Run 1, placed standard cells:
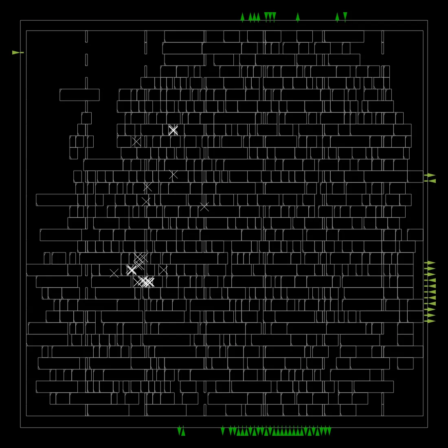
Run 1, layout detail:
Window x 61 to 81, y 61 to 81 um. Cells in grey, sequential cells in the stronger grey; small squares are vias.
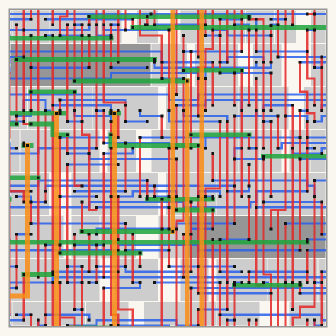
Run 1, cell density map:
9 x 9 tiles, from white (low) to dark blue (high), 0 to 100% covered.
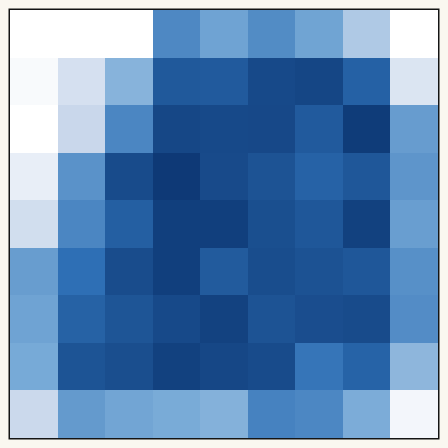
Run 1, drive-strength map:
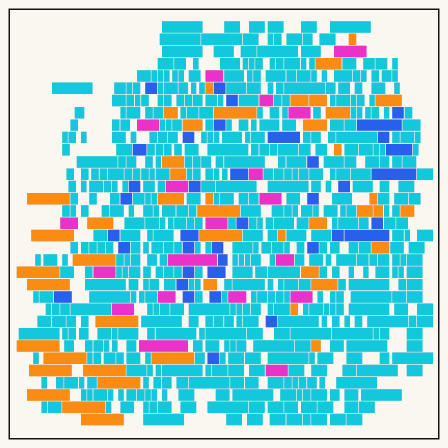
[config.mk]
export PLATFORM = sky130hd
export DESIGN_NAME = draw_rect_phys_ctl
export DESIGN_NICKNAME = d
export VERILOG_FILES = /design/src/rtl/draw_rect_pkg.sv /design/src/rtl/tick_gen.sv /design/src/rtl/draw_rect_phys_ctl.sv
export SDC_FILE = /design/constraint.sdc
export NUM_CORES = 1
export LEC_CHECK = 0
export CAP_MARGIN = 20
export CORE_UTILIZATION = 55
export CTS_CLUSTER_DIAMETER = 40
export CTS_CLUSTER_SIZE = 12
export DETAILED_ROUTE_END_ITERATION = 6
export GPL_TIMING_DRIVEN = 0
export PLACE_DENSITY = 0.88
export SYNTH_ARGS = -nofsm -noshare
export SYNTH_HDL_FRONTEND = slang
export SYNTH_SLANG_ARGS = --single-unit
export TNS_END_PERCENT = 100
[constraint.sdc]
create_clock -name clk -period 3.72 [get_ports clk]
set_input_delay 0.744 -clock clk [delete_from_list [all_inputs] [get_ports clk]]
set_output_delay 0.744 -clock clk [all_outputs]
set_load 0.02 [all_outputs]
[src/rtl/draw_rect_pkg.sv]
// Shared definitions for the falling-rectangle controller: state encoding,
// geometry helpers and the saturating velocity add.
package draw_rect_pkg;

    typedef enum logic [1:0] {
        FOLLOW = 2'd0,
        FALL   = 2'd1,
        RISE   = 2'd2,
        REST   = 2'd3
    } phys_state_t;

    function automatic int floor_of(input int screen_h, input int rect_h);
        return screen_h - rect_h;
    endfunction

    function automatic int xmax_of(input int screen_w, input int rect_w);
        return screen_w - rect_w;
    endfunction

    function automatic logic [31:0] sat_add(input logic [31:0] a,
                                            input logic [31:0] b,
                                            input logic [31:0] max);
        logic [32:0] s;
        s = {1'b0, a} + {1'b0, b};
        return (s > {1'b0, max}) ? max : s[31:0];
    endfunction

endpackage

[src/rtl/tick_gen.sv]
// Physics tick divider: down-counter with terminal-count compare, restartable.
module tick_gen #(
    parameter int TICK_DIV = 65000
) (
    input  logic clk,
    input  logic rst_n,
    input  logic restart,
    output logic tick
);
    localparam int            CW     = $clog2(TICK_DIV);
    localparam logic [CW-1:0] RELOAD = CW'(TICK_DIV - 1);

    logic [CW-1:0] cnt;

    always_ff @(posedge clk or negedge rst_n) begin
        if (!rst_n) begin
            cnt <= RELOAD;
        end else if (restart || cnt == '0) begin
            cnt <= RELOAD;
        end else begin
            cnt <= cnt - 1'b1;
        end
    end

    // a restart cycle never counts as a tick, so re-grab always wins
    assign tick = (cnt == '0) && !restart;

endmodule

[src/rtl/draw_rect_phys_ctl.sv]
// Rectangle position controller: follows the mouse, drops under gravity on click,
// bounces off the floor and rests. Optional horizontal drift: DRAW_RECT_PHYS_HDRIFT_EN.
//
// state  | meaning
// FOLLOW | rectangle tracks the clamped mouse position
// FALL   | accelerating downward once per tick
// RISE   | decelerating upward after a floor bounce
// REST   | settled on the floor, positions hold
module draw_rect_phys_ctl
    import draw_rect_pkg::*;
#(
    parameter int SCREEN_W     = 800,
    parameter int SCREEN_H     = 600,
    parameter int RECT_W       = 48,
    parameter int RECT_H       = 64,
    parameter int FRAC_BITS    = 4,
    parameter int VEL_W        = 16,
    parameter int GRAVITY      = 16,
    parameter int BOUNCE_SHIFT = 1,
    parameter int V_REST       = 16,
    parameter int TICK_DIV     = 65000
) (
    input  logic        clk,
    input  logic        rst_n,
    input  logic        mouse_left,
    input  logic [11:0] mouse_x_position,
    input  logic [11:0] mouse_y_position,
    output logic [11:0] xpos,
    output logic [11:0] ypos,
    output logic [1:0]  phys_state
);
    localparam logic [1:0] S_FOLLOW = FOLLOW;
    localparam logic [1:0] S_FALL   = FALL;
    localparam logic [1:0] S_RISE   = RISE;
    localparam logic [1:0] S_REST   = REST;

    localparam logic [11:0]      FLOOR12   = 12'(floor_of(SCREEN_H, RECT_H));
    localparam logic [11:0]      XMAX12    = 12'(xmax_of(SCREEN_W, RECT_W));
    localparam logic [31:0]      VEL_MAX32 = 32'((64'd1 << VEL_W) - 64'd1);
    localparam logic [VEL_W-1:0] GRAV_V    = VEL_W'(GRAVITY);
    localparam logic [VEL_W-1:0] VREST_V   = VEL_W'(V_REST);

    logic [1:0]       state;
    logic [VEL_W-1:0] vel;
    logic             ml_q;
    logic             click;
    logic             tick;
    logic [11:0]      x_clamp;
    logic [11:0]      y_clamp;
    logic [VEL_W-1:0] step;
    logic [VEL_W-1:0] damped;
    logic [VEL_W-1:0] vel_inc;
    logic [31:0]      y_sum;
    logic [11:0]      y_up;
    logic             fall_hit;

    assign click    = mouse_left && !ml_q;
    assign x_clamp  = (mouse_x_position > XMAX12)  ? XMAX12  : mouse_x_position;
    assign y_clamp  = (mouse_y_position > FLOOR12) ? FLOOR12 : mouse_y_position;
    assign step     = vel >> FRAC_BITS;
    assign damped   = vel >> BOUNCE_SHIFT;
    assign vel_inc  = VEL_W'(sat_add(32'(vel), 32'(GRAVITY), VEL_MAX32));
    assign y_sum    = 32'(ypos) + 32'(step);
    assign fall_hit = (y_sum >= 32'(FLOOR12));
    assign y_up     = (32'(step) >= 32'(ypos)) ? 12'd0 : ypos - 12'(step);

    assign phys_state = state;

    tick_gen #(.TICK_DIV(TICK_DIV)) u_tick (
        .clk     (clk),
        .rst_n   (rst_n),
        .restart (click),
        .tick    (tick)
    );

`ifdef DRAW_RECT_PHYS_HDRIFT_EN
    localparam logic signed [13:0] XMAX_S = 14'(XMAX12);

    logic signed [4:0]  hvel;
    logic [11:0]        x_at_tick;
    logic signed [12:0] dx;
    logic signed [4:0]  hvel_cap;
    logic signed [13:0] x_next;
    logic               to_rest;

    assign dx       = $signed({1'b0, mouse_x_position}) - $signed({1'b0, x_at_tick});
    assign hvel_cap = (dx > 13'sd15) ? 5'sd15 : (dx < -13'sd15) ? -5'sd15 : dx[4:0];
    assign x_next   = $signed({2'b00, xpos}) + 14'(hvel);
    assign to_rest  = (state == S_FALL) && fall_hit && (damped < VREST_V);
`endif

    always_ff @(posedge clk or negedge rst_n) begin
        if (!rst_n) begin
            state <= S_FOLLOW;
            vel   <= '0;
            ml_q  <= 1'b0;
            xpos  <= '0;
            ypos  <= '0;
`ifdef DRAW_RECT_PHYS_HDRIFT_EN
            hvel      <= '0;
            x_at_tick <= '0;
`endif
        end else begin
            ml_q <= mouse_left;
`ifdef DRAW_RECT_PHYS_HDRIFT_EN
            if (tick) x_at_tick <= mouse_x_position;
`endif
            case (state)
                S_FOLLOW: begin
                    xpos <= x_clamp;
                    ypos <= y_clamp;
                    if (click) begin
                        state <= S_FALL;
                        vel   <= '0;
`ifdef DRAW_RECT_PHYS_HDRIFT_EN
                        hvel  <= hvel_cap;
`endif
                    end
                end
                default: begin
                    if (click) begin
                        state <= S_FOLLOW;
                        vel   <= '0;
`ifdef DRAW_RECT_PHYS_HDRIFT_EN
                        hvel  <= '0;
`endif
                    end else if (tick) begin
                        case (state)
                            S_FALL: begin
                                if (fall_hit) begin
                                    ypos <= FLOOR12;
                                    if (damped < VREST_V) begin
                                        state <= S_REST;
                                        vel   <= '0;
                                    end else begin
                                        state <= S_RISE;
                                        vel   <= damped;
                                    end
                                end else begin
                                    ypos <= y_sum[11:0];
                                    vel  <= vel_inc;
                                end
                            end
                            S_RISE: begin
                                ypos <= y_up;
                                if (vel <= GRAV_V) begin
                                    state <= S_FALL;
                                    vel   <= '0;
                                end else begin
                                    vel <= vel - GRAV_V;
                                end
                            end
                            default: ;
                        endcase
`ifdef DRAW_RECT_PHYS_HDRIFT_EN
                        // touching a wall counts as crossing it: clamp and reflect
                        if (state != S_REST) begin
                            if (x_next <= 14'sd0) begin
                                xpos <= '0;
                                hvel <= -hvel;
                            end else if (x_next >= XMAX_S) begin
                                xpos <= XMAX12;
                                hvel <= -hvel;
                            end else begin
                                xpos <= x_next[11:0];
                            end
                        end
                        if (to_rest) hvel <= '0;
`endif
                    end
                end
            endcase
        end
    end

endmodule

==> reports/results.txt, run 1 <==
total power - 2650 uW
number of global-route vias before repair - 4767
Yosys chip area - 4740 um^2
register area - 1500 um^2
Routed WL per cell - 20.4 um
GR Overflow Total - 0
Area-dominant class - combinational gates
CTS Buf Count - 9
failing checks - design-rule violations, negative setup slack
sequential power share - 30.9%
Final Hold Viols - 0
skew final - 0.0208 ns
metal3 WL - 1520 um
Port Buffers - 52
uppermost layer routed - met4
yosys aoi share - 24.7%
ant diodes - 0
combinational power share - 43.1%
P_sw - 1080 uW
reg2reg end - vel[12]$_DFFE_PN0P_
DRC - 58
Yosys warnings - 0
CP Depth - 16
Worst EP required - 3.94 ns
Worst R2R Start - vel[6]$_DFFE_PN0P_
HP Class - input port to async pin
Max IR drop VDD - 0.282 mV
cycle use final - 101%
Seq. pwr - 821 uW
Pre-Place Util - 57.2%
Async SR Flop Fraction - 100%
top logic cell by instance count in the layout - nor2_1
chip height - 94.9 um
io pins - 53
met2 WL - 7390 um
gr busiest metal - met2
Most common cell on crit path - buf_6
number of H-tree levels - 3
cells after synthesis - 584
synth-to-layout area growth - 25.7%
first drt pass iteration count - 7
chip area - 9000 um^2
RD Place Congestion - 0.966
Vias/cell - 6.76
first-pass GRT wire length - 23300 um
top-count cell post-synth - nor2_1
TAP cells - 105
pre-CTS setup slack - -0.583 ns
Synth Cell Area - 4740 um^2
kind of cell adding the most delay to the critical path - AND-OR/OR-AND gates
DP Wirelength - 10400 um
top cells, area - dfrtp_1 24%, ha_1 7.6%, dfstp_2 7.2%
Worst Path Buf+Inv - 6
Clk power - 689 uW
clk root buf - clkbuf_8
Comb/total area - 52.6%
post-CTS sizing - 18
Fmax - 267 MHz
# clock sinks - 59
Worst-Margin Slew - 0.819 ns
critical-path cell list - buf_6, clkinvlp_4, ha_1, buf_6, nor3_1, o31ai_1, a2bb2oi_1, o32ai_1, nand4_1, a2111oi_4, buf_4, buf_6, buf_2, nand3_1, o21ai_0, o21ai_0
Worst Setup SP - vel[6]$_DFFE_PN0P_
Setup Fix Bufs, Post-CTS - 3
Commonest flop - dfrtp_1
area leader, netlist - dfrtp_1
top post-synthesis cells by count - 64 x nor2_1, 52 x nand2_1, 46 x dfrtp_1
PnR worst setup slack - -0.0211 ns
max_slew headroom - 44.9%
Pwr Density - 445 nW/um^2
post-route design area - 5960 um^2
total wire length - 15800 um
combinational gate area - 3130 um^2
number of enable flip-flop cells - 0
Setup Viol. Count Final - 4
delay of the slowest critical-path stage - 0.40 ns
Via Count - 5238
Clock Latency Late Sink - 0.37 ns
MUX area fraction - 0.633%
Top cell area share - 24.3%
Setup CP Type - flop to flop
CP max-delay cell - dfrtp_1
met3 Use GR - 5.15%
outcome - finished with violations
CP Launch Type - flop
Non-CTS inverters - 29
Die W - 94.9 um
Yosys Instances - 584
Max clock buf depth - 2
Max Cap Viol - 0
Final nets - 723
AND/OR/NAND/NOR Cells, Area Fraction - 24.1%
placed insts - 742
crit path to - vel[12]$_DFFE_PN0P_
minimum hold slack - 0.367 ns
flop share of the area - 25.1%
tool warnings - 41
non-clk buf share - 14.4%
Period minus WS final - 3.74 ns
clock buffers - 9
Hold Buf Count CTS - 0
Avg Inst Size Synth - 8.12 um^2
routing usage on met2 - 55.3%
ratio of cells with drive above 1 in the final layout - 15.4%
xor/xnor share - 4.98%
worst-case reg-to-reg path depth - 16
post-route ant nets - 0
Core ar. - 8300 um^2
Placed Instance Area - 5410 um^2
Core Util, Final - 71.9%
Fillers - 569
combinational power - 1140 uW
Clk network pwr share - 26.0%
Unique cell types - 73
sw frac - 40.6%
WL met1 - 6030 um
Signal buffers - 103
fa+ha+maj area frac - 8.70%
CTS tree - built
Worst setup EP type - flop
CTS clk-pin slew, worst paths - 0.09 ns
total track usage - 33.9%
Clock Network Area Fraction - 3.73%
internal power - 1580 uW
Synth Net Count - 642
P_leak - 0.00242 uW
Top Consumer - combinational cells
# rows - 33
Reg2Reg Setup Slack - -0.02 ns
Final Slew Violations - 0
Largest logic family - AND-OR/OR-AND gates
Logic Gate Count - 463
Top Layout Cells - 64 x nor2_1, 51 x nand2_1, 51 x clkdlybuf4s50_1, 41 x o21ai_0, 41 x dfrtp_1
Notes on 'placed standard cells' above:
registers: 59
Cell Count, Final, Fillers Out: 775

Notes on 'layout detail' above:
| layer | colour |
|---|---|
| metal 3 | green |
| metal 1 | blue |
| metal 2 | red |
| metal 4 | orange |
cells with their middle in the window: 46
sequential cells in the window: 2
netlist names of flops here include: ypos (2)
most frequent: nor2_1 (5)

Notes on 'cell density map' above:
fullest tile: 96%
nearly empty tiles: 6.2%
densest ninth of the die: centre
mean over tiles: 65%
emptiest ninth of the die: north-west
tiles over 75% full: 51%

Notes on 'drive-strength map' above:
| size | colour | cells |
|---|---|---|
| _3 and _4 cells | blue | 38 |
| _0 and _1 cells | cyan | 567 |
| _6 and larger | magenta | 19 |
| _2 cells | orange | 46 |

--- run 2 (diff from run 1) ---
--- a/config.mk
+++ b/config.mk
@@ -6,6 +6,7 @@
 export NUM_CORES = 1
 export LEC_CHECK = 0
 export CAP_MARGIN = 20
+export CORE_ASPECT_RATIO = 0.8
 export CORE_UTILIZATION = 55
 export CTS_CLUSTER_DIAMETER = 40
 export CTS_CLUSTER_SIZE = 12
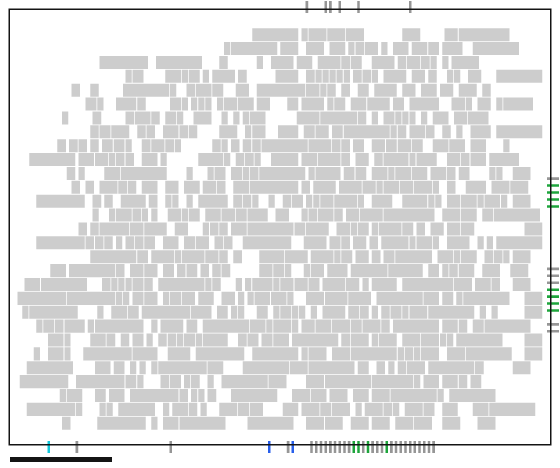
Run 2: I/O pins on the die edge
The bar under the picture is 20 um long. Pins as bars across the die edge, other pins in grey.
| port | colour | pins | direction | edge |
|---|---|---|---|---|
| phys_state | blue | 2 | output | south |
| mouse_y_position | green | 12 | input | 8 east, 4 south |
| clk | cyan | 1 | input | south |
all pins by edge: 33 south, 14 east, 6 north

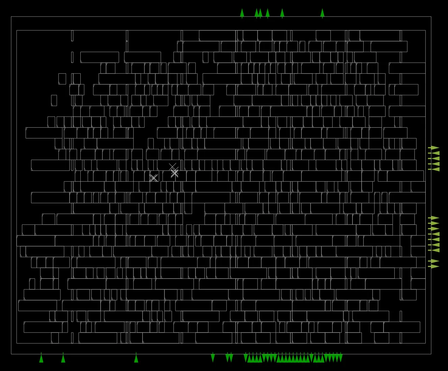
Run 2: placed standard cells
Cell Count, Final, Fillers Out: 772
# rows: 29
TAP cells: 108
Core Util, Final: 73.0%
flop share of the area: 25.3%

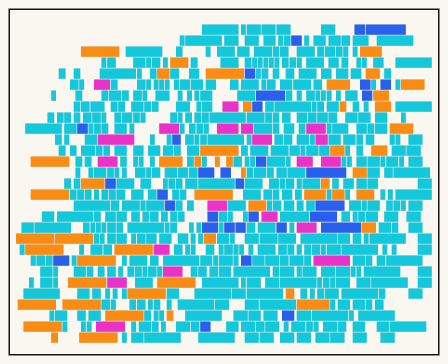
Run 2: drive-strength map
| size | colour | cells |
|---|---|---|
| _6 and larger | magenta | 20 |
| _0 and _1 cells | cyan | 562 |
| _2 cells | orange | 50 |
| _3 and _4 cells | blue | 32 |

==> reports/results.txt, run 2 <==
Top cell area share - 24.3% (unchanged)
reg2reg end - ypos[3]$_DFFE_PN0P_ (was vel[12]$_DFFE_PN0P_)
clk root buf - clkbuf_8 (unchanged)
Pre-Place Util - 58.4% (was 57.2%)
Max Cap Viol - 0 (unchanged)
Fmax - 270 MHz (was 267 MHz)
Seq. pwr - 817 uW (was 821 uW)
CP Depth - 15 (was 16)
P_sw - 1070 uW (was 1080 uW)
# clock sinks - 59 (unchanged)
Avg Inst Size Synth - 8.12 um^2 (unchanged)
gr busiest metal - met2 (unchanged)
Worst setup EP type - flop (unchanged)
Port Buffers - 52 (unchanged)
Yosys warnings - 0 (unchanged)
Signal buffers - 97 (was 103)
HP Class - input port to async pin (unchanged)
DRC - 8 (was 58)
met1 usage - 45.0% (was 43.1%)
met3 Use GR - 7.14% (was 5.15%)
total wire length - 15600 um (was 15800 um)
Pwr Density - 439 nW/um^2 (was 445 nW/um^2)
synth-to-layout area growth - 25.1% (was 25.7%)
Comb/total area - 53.1% (was 52.6%)
failing checks - design-rule violations (was design-rule violations, negative setup slack)
post-CTS sizing - 22 (was 18)
Reg2Reg Setup Slack - 0.02 ns (was -0.02 ns)
kind of cell adding the most delay to the critical path - AND-OR/OR-AND gates (unchanged)
post-route design area - 5940 um^2 (was 5960 um^2)
Worst EP required - 3.96 ns (was 3.94 ns)
Fillers - 610 (was 569)
minimum hold slack - 0.326 ns (was 0.367 ns)
Max clock buf depth - 2 (unchanged)
RD Place Congestion - 0.970 (was 0.966)
Yosys chip area - 4740 um^2 (unchanged)
Worst-Margin Slew - 0.755 ns (was 0.819 ns)
CTS clk-pin slew, worst paths - 0.09 ns (about the same)
delay of the slowest critical-path stage - 0.47 ns (was 0.40 ns)
sequential power share - 31.4% (was 30.9%)
Yosys Instances - 584 (unchanged)
Final Hold Viols - 0 (unchanged)
Worst Setup SP - vel[4]$_DFFE_PN0P_ (was vel[6]$_DFFE_PN0P_)
Clk network pwr share - 24.7% (was 26.0%)
met2 WL - 7120 um (was 7390 um)
worst-path maximum fanout - 7 (was 10)
initial drt markers - 540 (was 486)
worst-case reg-to-reg path depth - 15 (was 16)
Unique cell types - 73 (unchanged)
non-clk buf share - 13.9% (was 14.4%)
metal3 WL - 1880 um (was 1520 um)
top post-synthesis cells by count - 64 x nor2_1, 52 x nand2_1, 46 x dfrtp_1 (unchanged)
combinational gate area - 3150 um^2 (was 3130 um^2)
chip height - 85.1 um (was 94.9 um)
Via Count - 5200 (was 5238)
DP Wirelength - 10500 um (was 10400 um)
CTS Buf Count - 9 (unchanged)
chip area - 9000 um^2 (about the same)
Setup Fix Bufs, Post-CTS - 7 (was 3)
Synth Net Count - 642 (unchanged)
crit path to - ypos[3]$_DFFE_PN0P_ (was vel[12]$_DFFE_PN0P_)
area leader, netlist - dfrtp_1 (unchanged)
Clock Latency Late Sink - 0.36 ns (was 0.37 ns)
io pins - 53 (unchanged)
cycle use final - 99.5% (was 101%)
first-pass GRT wire length - 24000 um (was 23300 um)
MUX area fraction - 0.633% (unchanged)
Non-CTS inverters - 29 (unchanged)
clock buffers - 11 (was 9)
Routed WL per cell - 20.2 um (was 20.4 um)
number of H-tree levels - 3 (unchanged)
CP Launch Type - flop (unchanged)
antenna violations before repair - 0 (unchanged)
Final Slew Violations - 0 (unchanged)
Area-dominant class - combinational gates (unchanged)
critical-path cell list - ha_1, inv_1, fa_2, o21bai_4, a21o_1, o2111a_1, nor4_1, nand4_1, a2111oi_4, buf_4, nand2_2, buf_4, buf_4, o21ai_0, nand3_1 (was buf_6, clkinvlp_4, ha_1, buf_6, nor3_1, o31ai_1, a2bb2oi_1, o32ai_1, nand4_1, a2111oi_4, buf_4, buf_6, buf_2, nand3_1, o21ai_0, o21ai_0)
Worst Path Buf+Inv - 4 (was 6)
xor/xnor share - 4.98% (unchanged)
Most common cell on crit path - buf_4 (was buf_6)
skew final - 0.0162 ns (was 0.0208 ns)
number of global-route vias before repair - 4856 (was 4767)
pre-CTS setup slack - -0.699 ns (was -0.583 ns)
Logic Gate Count - 463 (unchanged)
Synth Cell Area - 4740 um^2 (unchanged)
Post-synth seq share - 31.5% (unchanged)
Top Layout Cells - 64 x nor2_1, 51 x nand2_1, 51 x clkdlybuf4s50_1, 43 x o21ai_0, 40 x dfrtp_1 (was 64 x nor2_1, 51 x nand2_1, 51 x clkdlybuf4s50_1, 41 x o21ai_0, 41 x dfrtp_1)
largest registers - u_tick.cnt: 16 flops, vel: 16 flops (unchanged)
first drt pass iteration count - 7 (unchanged)
total track usage - 33.8% (was 33.9%)
combinational power - 1150 uW (was 1140 uW)
combinational power share - 44.0% (was 43.1%)
Vias/cell - 6.74 (was 6.76)
flops out of synthesis - 59 (unchanged)
routing usage on met2 - 54.4% (was 55.3%)
Clk power - 642 uW (was 689 uW)
top logic cell by instance count in the layout - nor2_1 (unchanged)
CP max-delay cell - dfrtp_2 (was dfrtp_1)
ant diodes - 0 (unchanged)
Worst R2R Start - vel[4]$_DFFE_PN0P_ (was vel[6]$_DFFE_PN0P_)
number of enable flip-flop cells - 0 (unchanged)
Clock Network Area Fraction - 3.56% (was 3.73%)
internal power - 1530 uW (was 1580 uW)
Setup CP Type - flop to flop (unchanged)
Period minus WS final - 3.70 ns (was 3.74 ns)
ratio of cells with drive above 1 in the final layout - 15.4% (about the same)
yosys aoi share - 24.7% (unchanged)
Final nets - 717 (was 723)
Top Consumer - combinational cells (unchanged)
Placed Instance Area - 5420 um^2 (was 5410 um^2)
cells after synthesis - 584 (unchanged)
PnR worst setup slack - 0.0186 ns (was -0.0211 ns)
Die W - 106 um (was 94.9 um)
Setup Viol. Count Final - 0 (was 4)
AND/OR/NAND/NOR Cells, Area Fraction - 24.1% (unchanged)
Async SR Flop Fraction - 100% (unchanged)
Max IR drop VDD - 0.214 mV (was 0.282 mV)
placed insts - 745 (was 742)
P_leak - 0.00239 uW (was 0.00242 uW)
max_slew headroom - 49.3% (was 44.9%)
top cells, area - dfrtp_1 24%, ha_1 7.6%, dfstp_2 7.2% (unchanged)
WL met1 - 6010 um (was 6030 um)
outcome - finished with violations (unchanged)
Largest logic family - AND-OR/OR-AND gates (unchanged)
uppermost layer routed - met4 (unchanged)
register area - 1500 um^2 (about the same)
top-count cell post-synth - nor2_1 (unchanged)
fa+ha+maj area frac - 8.70% (unchanged)
registers - 59 (unchanged)
Hold Buf Count CTS - 0 (unchanged)
total power - 2600 uW (was 2650 uW)
tool warnings - 41 (unchanged)
CTS tree - built (unchanged)
GR Overflow Total - 0 (unchanged)
Commonest flop - dfrtp_1 (unchanged)
post-route ant nets - 0 (unchanged)
sw frac - 41.2% (was 40.6%)
Core ar. - 8130 um^2 (was 8300 um^2)
--- run 3 (diff from run 2) ---
--- a/config.mk
+++ b/config.mk
@@ -5,7 +5,7 @@
 export SDC_FILE = /design/constraint.sdc
 export NUM_CORES = 1
 export LEC_CHECK = 0
-export CAP_MARGIN = 20
+export CAP_MARGIN = 10
 export CORE_ASPECT_RATIO = 0.8
 export CORE_UTILIZATION = 55
 export CTS_CLUSTER_DIAMETER = 40
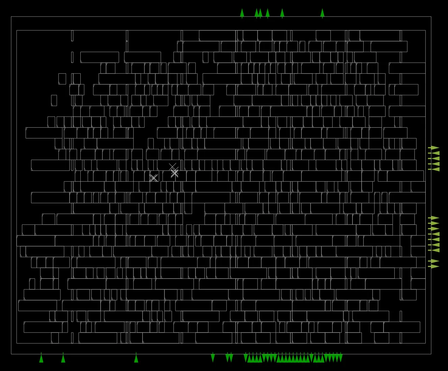
Run 3: placed standard cells
Fillers: 610
Core ar.: 8130 um^2

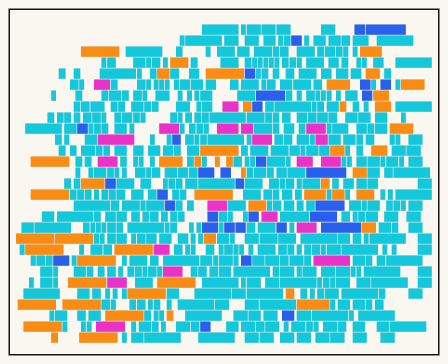
Run 3: drive-strength map
| size | colour | cells |
|---|---|---|
| _3 and _4 cells | blue | 32 |
| _2 cells | orange | 50 |
| _0 and _1 cells | cyan | 562 |
| _6 and larger | magenta | 20 |

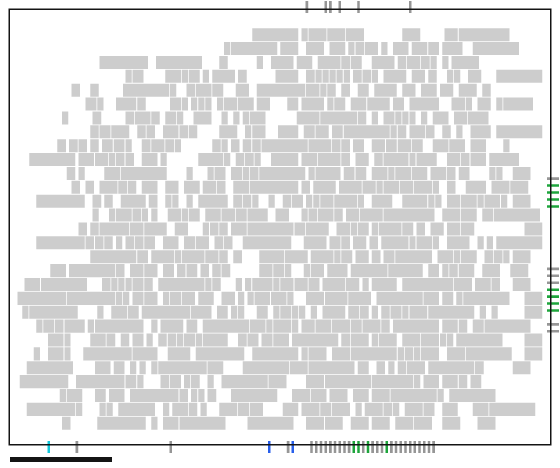
Run 3: I/O pins on the die edge
The bar under the picture is 20 um long. Pins as bars across the die edge, other pins in grey.
| port | colour | pins | direction | edge |
|---|---|---|---|---|
| phys_state | blue | 2 | output | south |
| mouse_y_position | green | 12 | input | 8 east, 4 south |
| clk | cyan | 1 | input | south |
all pins by edge: 33 south, 14 east, 6 north

==> reports/results.txt, run 3 <==
outcome - finished with violations (unchanged)
failing checks - design-rule violations (unchanged)
Yosys Instances - 584 (unchanged)
CP Depth - 15 (unchanged)
Avg Inst Size Synth - 8.12 um^2 (unchanged)
DP Wirelength - 10500 um (unchanged)
Period minus WS final - 3.70 ns (unchanged)
Seq. pwr - 817 uW (about the same)
TAP cells - 108 (unchanged)
chip area - 9000 um^2 (unchanged)
Die W - 106 um (unchanged)
top post-synthesis cells by count - 64 x nor2_1, 52 x nand2_1, 46 x dfrtp_1 (unchanged)
AND/OR/NAND/NOR Cells, Area Fraction - 24.1% (unchanged)
Top cell area share - 24.3% (unchanged)
xor/xnor share - 4.98% (unchanged)
DRC - 8 (unchanged)
GR Overflow Total - 0 (unchanged)
Area-dominant class - combinational gates (unchanged)
Setup Viol. Count Final - 0 (unchanged)
metal3 WL - 1880 um (unchanged)
met1 usage - 45.0% (unchanged)
Max clock buf depth - 2 (unchanged)
largest registers - u_tick.cnt: 16 flops, vel: 16 flops (unchanged)
CTS Buf Count - 9 (unchanged)
Async SR Flop Fraction - 100% (unchanged)
worst-path maximum fanout - 7 (unchanged)
placed insts - 745 (unchanged)
Synth Net Count - 642 (unchanged)
combinational power - 1150 uW (about the same)
RD Place Congestion - 0.970 (unchanged)
top logic cell by instance count in the layout - nor2_1 (unchanged)
CTS tree - built (unchanged)
Port Buffers - 52 (unchanged)
Max Cap Viol - 0 (unchanged)
io pins - 53 (unchanged)
Core Util, Final - 73.0% (unchanged)
CP Launch Type - flop (unchanged)
chip height - 85.1 um (unchanged)
P_sw - 1070 uW (unchanged)
first drt pass iteration count - 7 (unchanged)
Top Consumer - combinational cells (unchanged)
Non-CTS inverters - 29 (unchanged)
Post-synth seq share - 31.5% (unchanged)
cells after synthesis - 584 (unchanged)
uppermost layer routed - met4 (unchanged)
pre-CTS setup slack - -0.699 ns (unchanged)
Yosys warnings - 0 (unchanged)
Clock Network Area Fraction - 3.56% (unchanged)
antenna violations before repair - 0 (unchanged)
Routed WL per cell - 20.2 um (unchanged)
number of enable flip-flop cells - 0 (unchanged)
Clk power - 642 uW (about the same)
Largest logic family - AND-OR/OR-AND gates (unchanged)
Logic Gate Count - 463 (unchanged)
met2 WL - 7120 um (unchanged)
Top Layout Cells - 64 x nor2_1, 51 x nand2_1, 51 x clkdlybuf4s50_1, 43 x o21ai_0, 40 x dfrtp_1 (unchanged)
total power - 2600 uW (unchanged)
Worst Setup SP - vel[4]$_DFFE_PN0P_ (unchanged)
PnR worst setup slack - 0.0186 ns (unchanged)
minimum hold slack - 0.326 ns (unchanged)
Max IR drop VDD - 0.214 mV (unchanged)
combinational gate area - 3150 um^2 (unchanged)
Setup Fix Bufs, Post-CTS - 7 (unchanged)
post-route design area - 5940 um^2 (unchanged)
number of H-tree levels - 3 (unchanged)
Clock Latency Late Sink - 0.36 ns (about the same)
worst-case reg-to-reg path depth - 15 (unchanged)
register area - 1500 um^2 (unchanged)
fa+ha+maj area frac - 8.70% (unchanged)
Pre-Place Util - 58.4% (unchanged)
# clock sinks - 59 (unchanged)
Worst Path Buf+Inv - 4 (unchanged)
Yosys chip area - 4740 um^2 (unchanged)
first-pass GRT wire length - 24000 um (unchanged)
combinational power share - 44.0% (about the same)
Pwr Density - 439 nW/um^2 (unchanged)
Clk network pwr share - 24.7% (about the same)
cycle use final - 99.5% (unchanged)
post-CTS sizing - 22 (unchanged)
Cell Count, Final, Fillers Out - 772 (unchanged)
Worst-Margin Slew - 0.755 ns (unchanged)
Hold Buf Count CTS - 0 (unchanged)
Via Count - 5200 (unchanged)
Setup CP Type - flop to flop (unchanged)
ant diodes - 0 (unchanged)
sequential power share - 31.4% (about the same)
WL met1 - 6010 um (unchanged)
HP Class - input port to async pin (unchanged)
Final nets - 717 (unchanged)
flops out of synthesis - 59 (unchanged)
number of global-route vias before repair - 4856 (unchanged)
post-route ant nets - 0 (unchanged)
total wire length - 15600 um (unchanged)
routing usage on met2 - 54.4% (unchanged)
tool warnings - 41 (unchanged)
P_leak - 0.00239 uW (unchanged)
Worst setup EP type - flop (unchanged)
crit path to - ypos[3]$_DFFE_PN0P_ (unchanged)
delay of the slowest critical-path stage - 0.47 ns (about the same)
Power is estimated from default activity; no workload was simulated.
